### src/rtl/uart_pkg.sv
// Shared UART definitions: receiver FSM states, oversampling constants and the
// baud divisor calculation used by both uart_rx and uart_tx.
package uart_pkg;

    localparam int OSR      = 16;
    localparam int HALF_OSR = 8;
    localparam int DATA_W   = 8;

    typedef enum logic [2:0] {
        ST_IDLE   = 3'd0,
        ST_START  = 3'd1,
        ST_DATA   = 3'd2,
        ST_PARITY = 3'd3,
        ST_STOP   = 3'd4
    } rx_state_t;

    // Rounded clk_freq / (baud * osr).
    function automatic int uart_div(input int clk_freq, input int baud, input int osr);
        return (clk_freq + (baud * osr) / 2) / (baud * osr);
    endfunction

endpackage

### src/rtl/uart_baud_tick.sv
// Free-running divider: one-cycle tick every DIV clocks, restarting at zero on reset.
module uart_baud_tick #(
    parameter int DIV = 163
) (
    input  logic clk,
    input  logic clr,
    output logic tick
);

    localparam int CNT_W = (DIV > 1) ? $clog2(DIV) : 1;
    localparam logic [CNT_W-1:0] CNT_LAST = CNT_W'(DIV - 1);

    logic [CNT_W-1:0] cnt_reg;

    always_ff @(posedge clk or negedge clr) begin
        if (!clr) begin
            cnt_reg <= '0;
        end else if (cnt_reg == CNT_LAST) begin
            cnt_reg <= '0;
        end else begin
            cnt_reg <= cnt_reg + CNT_W'(1);
        end
    end

    assign tick = (cnt_reg == CNT_LAST);

endmodule

### src/rtl/uart_rx.sv
// 16x oversampled UART receiver (8-N-1, or 8-E-1 when UART_RX_PARITY_EN is defined)
// with receive-register-full handshake, framing and sticky overrun status.
module uart_rx
    import uart_pkg::*;
#(
    parameter int CLK_FREQ = 25_000_000,
    parameter int BAUD     = 9600,
    parameter int OSR      = 16
) (
    input  logic              clk,
    input  logic              clr,
    input  logic              RxD,
    input  logic              rdrf_clr,
    output logic [DATA_W-1:0] rx_data,
    output logic              rdrf,
    output logic              fe,
    output logic              oe,
    output logic              pe
);

    localparam int         DIV       = uart_div(CLK_FREQ, BAUD, OSR);
    localparam logic [3:0] TICK_LAST = 4'(OSR - 1);
    localparam logic [3:0] HALF_LAST = 4'(HALF_OSR - 1);

    logic [1:0]        sync_reg;
    logic              rxs;
    logic              rxs_prev_reg;
    logic              fall;
    logic              tick;
    rx_state_t         state_reg, state_next;
    logic [3:0]        tick_cnt_reg;
    logic [2:0]        bit_cnt_reg;
    logic [DATA_W-1:0] shift_reg;
    logic [DATA_W-1:0] rx_data_reg;
    logic              rdrf_reg, fe_reg, oe_reg;
    logic              half_done, tick_done;
    logic              cnt_clr, shift_en, par_en, load_en;
`ifdef UART_RX_PARITY_EN
    logic              par_bit_reg;
    logic              pe_reg;
`endif

    uart_baud_tick #(.DIV(DIV)) u_tick (
        .clk  (clk),
        .clr  (clr),
        .tick (tick)
    );

    // Synchroniser idles high so a reset never looks like a start edge.
    always_ff @(posedge clk or negedge clr) begin
        if (!clr) begin
            sync_reg     <= 2'b11;
            rxs_prev_reg <= 1'b1;
        end else begin
            sync_reg     <= {sync_reg[0], RxD};
            rxs_prev_reg <= sync_reg[1];
        end
    end

    assign rxs       = sync_reg[1];
    assign fall      = rxs_prev_reg & ~rxs;
    assign half_done = tick && (tick_cnt_reg == HALF_LAST);
    assign tick_done = tick && (tick_cnt_reg == TICK_LAST);

    always_ff @(posedge clk or negedge clr) begin
        if (!clr) begin
            state_reg <= ST_IDLE;
        end else begin
            state_reg <= state_next;
        end
    end

    always_comb begin
        state_next = state_reg;
        case (state_reg)
            ST_IDLE:   if (fall) state_next = ST_START;
            ST_START:  if (half_done) state_next = rxs ? ST_IDLE : ST_DATA;
            ST_DATA: begin
                if (tick_done && (bit_cnt_reg == 3'd7)) begin
`ifdef UART_RX_PARITY_EN
                    state_next = ST_PARITY;
`else
                    state_next = ST_STOP;
`endif
                end
            end
`ifdef UART_RX_PARITY_EN
            ST_PARITY: if (tick_done) state_next = ST_STOP;
`endif
            ST_STOP:   if (tick_done) state_next = ST_IDLE;
            default:   state_next = ST_IDLE;
        endcase
    end

    always_comb begin
        cnt_clr  = 1'b0;
        shift_en = 1'b0;
        par_en   = 1'b0;
        load_en  = 1'b0;
        case (state_reg)
            ST_IDLE:   cnt_clr  = fall;
            ST_START:  cnt_clr  = half_done;
            ST_DATA:   shift_en = tick_done;
            ST_PARITY: par_en   = tick_done;
            ST_STOP:   load_en  = tick_done;
            default:   ;
        endcase
    end

    // Tick counter wraps naturally at 16, so each bit sample lands 16 ticks after the last.
    always_ff @(posedge clk or negedge clr) begin
        if (!clr) begin
            tick_cnt_reg <= '0;
            bit_cnt_reg  <= '0;
            shift_reg    <= '0;
        end else begin
            if (cnt_clr) begin
                tick_cnt_reg <= '0;
                bit_cnt_reg  <= '0;
            end else if (tick) begin
                tick_cnt_reg <= tick_cnt_reg + 4'd1;
            end
            if (shift_en) begin
                shift_reg   <= {rxs, shift_reg[DATA_W-1:1]};
                bit_cnt_reg <= bit_cnt_reg + 3'd1;
            end
        end
    end

`ifdef UART_RX_PARITY_EN
    always_ff @(posedge clk or negedge clr) begin
        if (!clr) begin
            par_bit_reg <= 1'b0;
            pe_reg      <= 1'b0;
        end else begin
            if (par_en) par_bit_reg <= rxs;
            if (load_en && !(rdrf_reg && !rdrf_clr)) pe_reg <= ^{shift_reg, par_bit_reg};
        end
    end
    assign pe = pe_reg;
`else
    assign pe = 1'b0;
`endif

    // A load with rdrf still set and no read this cycle drops the byte and flags overrun.
    always_ff @(posedge clk or negedge clr) begin
        if (!clr) begin
            rx_data_reg <= '0;
            rdrf_reg    <= 1'b0;
            fe_reg      <= 1'b0;
            oe_reg      <= 1'b0;
        end else if (load_en) begin
            if (rdrf_reg && !rdrf_clr) begin
                oe_reg <= 1'b1;
            end else begin
                rx_data_reg <= shift_reg;
                fe_reg      <= ~rxs;
                rdrf_reg    <= 1'b1;
                if (rdrf_clr) oe_reg <= 1'b0;
            end
        end else if (rdrf_clr) begin
            rdrf_reg <= 1'b0;
            oe_reg   <= 1'b0;
        end
    end

    assign rx_data = rx_data_reg;
    assign rdrf    = rdrf_reg;
    assign fe      = fe_reg;
    assign oe      = oe_reg;

endmodule

### config.mk
export PLATFORM = sky130hd
export DESIGN_NAME = uart_rx
export DESIGN_NICKNAME = d
export VERILOG_FILES = /design/src/rtl/uart_pkg.sv /design/src/rtl/uart_baud_tick.sv /design/src/rtl/uart_rx.sv
export SDC_FILE = /design/constraint.sdc
export NUM_CORES = 1
export LEC_CHECK = 0
export ABC_AREA = 0
export CORE_MARGIN = 2
export CORE_UTILIZATION = 50
export DETAILED_ROUTE_END_ITERATION = 7
export GPL_ROUTABILITY_DRIVEN = 0
export GPL_TIMING_DRIVEN = 0
export MAX_ROUTING_LAYER = met4
export PLACE_DENSITY = 0.74
export SETUP_SLACK_MARGIN = 0.15
export SKIP_CTS_REPAIR_TIMING = 1
export SYNTH_ARGS = -nofsm -noshare
export SYNTH_HDL_FRONTEND = slang
export SYNTH_SLANG_ARGS = --single-unit
### constraint.sdc
create_clock -name clk -period 1.89 [get_ports clk]
set_input_delay 0.2835 -clock clk [delete_from_list [all_inputs] [get_ports clk]]
set_output_delay 0.2835 -clock clk [all_outputs]
set_load 0.01 [all_outputs]
**The metal 1 layer**

Scale bar: 20 um. Supply wires on this layer in gray.
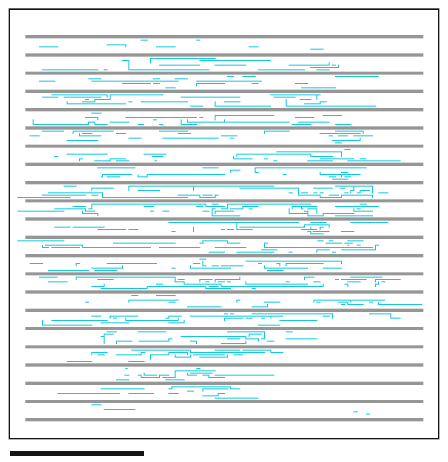
longest straight run: 21.6 um
wire length on this layer: 1430 um
main direction: horizontal
share of all routed wire: 47%
nets with wire on the layer: 160

**Met2 routing**

Cells faint in the background.
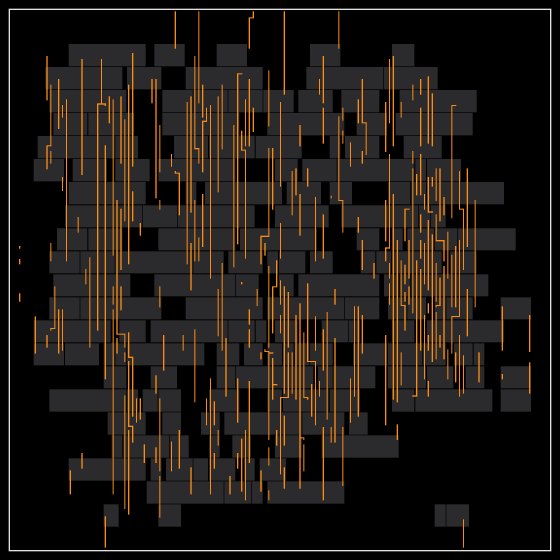
share of all routed wire: 50%
main direction: vertical
wire length on this layer: 1520 um
longest straight run: 27.5 um

**Signal wires on met3**

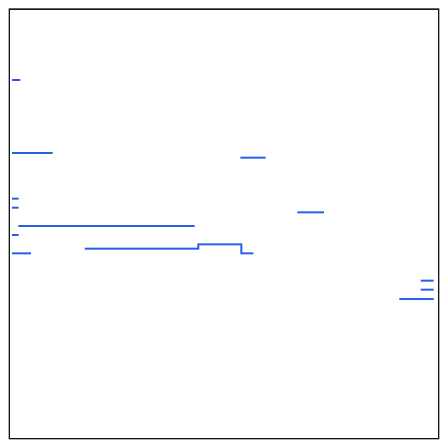
longest straight run: 26.0 um
share of all routed wire: 2.6%
main direction: horizontal
nets with wire on the layer: 11
wire length on this layer: 79.3 um
met3 Usage GRT: 0.0581
DRT Wirelength: 3060 um
vias after detailed routing: 1134

**Routed metal per tile**

13 x 13 tiles, from dark blue (low) to red (high), scaled to the fullest tile. Values are wire area over tile area, all layers added.
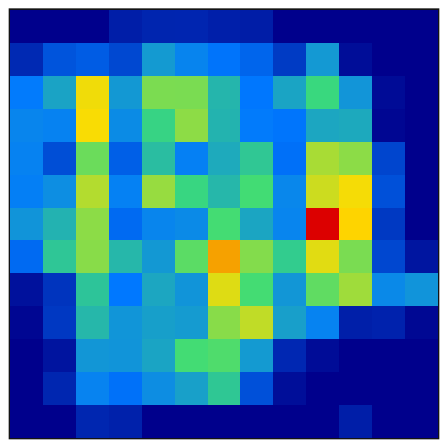
mean over tiles: 0.12
tiles over half the peak: 18%
emptiest ninth of the die: south-east
nearly empty tiles: 22%
densest ninth of the die: center
fullest tile: 0.43

==> flow_summary.yaml <==
# physical design summary
yosys:
  topCellsByArea: "dfrtp_1 (52%), mux2_2 (9.4%), dfstp_2 (4.4%)"
  post-synth-top-area-cell: "dfrtp_1"
  ys_async_sr_fraction: 1.00
  fp_nets: 148
  xor_share: 0.0441
  yosys_most_used_dff: "dfrtp_1"
  avgSynthCellArea_um2: 12.9
  synth-seq-cells: 40
  edf_count: 0
  ys_cells: 139
  aoi_share: 0.0517
  synth.most_common_cell: "dfrtp_1"
  synth-simple-area-share: 0.157
  synth_cells: 139
  top_cells_by_count: "dfrtp_1 (37), mux2_2 (15), nor2_1 (12), nand3_1 (7)"
  muxShareOfSynthArea: 0.117
  syn-cell-area_um2: 1790
  fa_ha_area_frac: 0.0350
  ys_top_logic_family: "simple AND/OR/NAND/NOR gates"
  ys_types: 39
  synth.top_cell.area_share: 0.517
sta:
  whs_ns: 0.0427
  worst_slew_pin_slew_ns: 0.862
  period_minus_slack_ns: 1.87
  fin_ws_ns: 0.0248
  slew_headroom: 0.425
  finalClockPeriodUsage: 0.987
  fin_worst_skew_ns: 0.0137
  setup_viol: 0
  setup_tns_ns: 0
  slew_viol_final: 0
  rsz0062_at_grt: "true"
die:
  chipArea_um2: 4070
  initCoreUtil: 0.528
  core_um2: 3390
  io_pins: 16
  row_count: 21
  die_x_um: 63.8
  die_h_um: 63.8
worst_setup_path:
  regToRegSetupSlack_ns: 0.02
  crit_path_end: "shift_reg[4]$_DFFE_PN0P_"
  crit_type: "flop to flop"
  timing.rr.end: "shift_reg[4]$_DFFE_PN0P_"
  r2r_cells: 8
  path_depth: 8
  worst_path_max_delay_cell: "dfrtp_1"
  crit_buf_inv: 3
  worstSetupStartpoint: "u_tick.cnt_reg[0]$_DFF_PN0_"
  cp_max_fo: 7
  path_cells: "inv_1 -> ha_2 -> and4b_4 -> and3_4 -> buf_6 -> and3_4 -> buf_6 -> mux2_4"
  rr_startpoint: "u_tick.cnt_reg[0]$_DFF_PN0_"
  cpLargestDelayFamily: "simple AND/OR/NAND/NOR gates"
  max_stage_delay_ns: 0.41
  critPathRequiredTime_ns: 2.13
  crit_arrival_ns: 2.10
  cp-start-kind: "flop"
drt:
  first_pass_iters: 4
  via_per_inst: 5.25
  drt_iter0_drc: 55
  ant_nets: 0
  wl_met2_um: 1520
  drt-met1-wl_um: 1430
  drc: 0
  top_layer: "met4"
  dr_wl_met3_um: 79
power:
  vdd_drop_max_mv: 0.479
  powerDensity_nw_per_um2: 636
  total_power_w: 0.00137
placement:
  dpl-instance-area_um2: 1980
  dp_slack_ns: -0.0672
  io_buffers: 14
  dpl.cell_count: 199
  detailed_place_hpwl_um: 2020
layout:
  stdcell_area_um2: 2160
  stdcell_count: 216
  num_antenna_cells: 0
  final_core_util: 0.637
  num-nets-final: 178
  synthToLayoutAreaGrowth_pct: 20.6
run_status:
  status: "completed"
grt:
  grt_pass1_wl_um: 5010
  met1_usage: 0.206
  busiest_layer: "met2"
  antenna_found_initial: 0
  grt_use_total: 0.167
  gr-total-overflow: 0
  grt_pass1_vias: 1080
  use_met2: 0.257
  grt_max_degree: 41
clock_network:
  cts_htree_levels: 2
  cts_root_buffer: "clkbuf_4"
  clk_pin_slew_ns: 0.12
  numCtsBuffers: 5
  cts_tree: "built"
  clk_latency_ns: 0.34
  cts.sinks: 40
hold_path:
  hold_path_class: "primary input to async pin"
flow_run:
  cap_viol_max_count: 0
  warning_count: 29
==> power by group <==
part	switching, W	leakage [nW]	internal, W
clock	0.000263	0.0326	0.000184
sequential	0.00000811	0.525	0.000865
combinational	0.0000343	0.489	0.0000188
==> final cells by class <==
class	count	area, um2
fill	278	1230
sequential	40	1000
multi-input combinational	91	774
timing repair buffer	23	203
clock buffer	8	58.8
tap	46	57.6
buffer	5	48.8
inverter	3	11.3
==> layout by cell type, fill, tap and decap left out, drive strengths merged, types with 3 or more instances in the layout <==
cell           synthesis  routed
xnor2                  5       5
clkdlybuf4s50          0      13
nand2                  3       3
nand3                  8       8
buf                    5      15
clkbuf                 0       8
mux2                  17      17
ha                     5       5
nor3                   3       3
dfstp                  3       3
xor2                   4       4
inv                    3       3
a21oi                  4       4
nor2                  13      13
dfrtp                 37      37
and3                   6       6
No activity file was given, so power comes from the tool's default toggle rates.
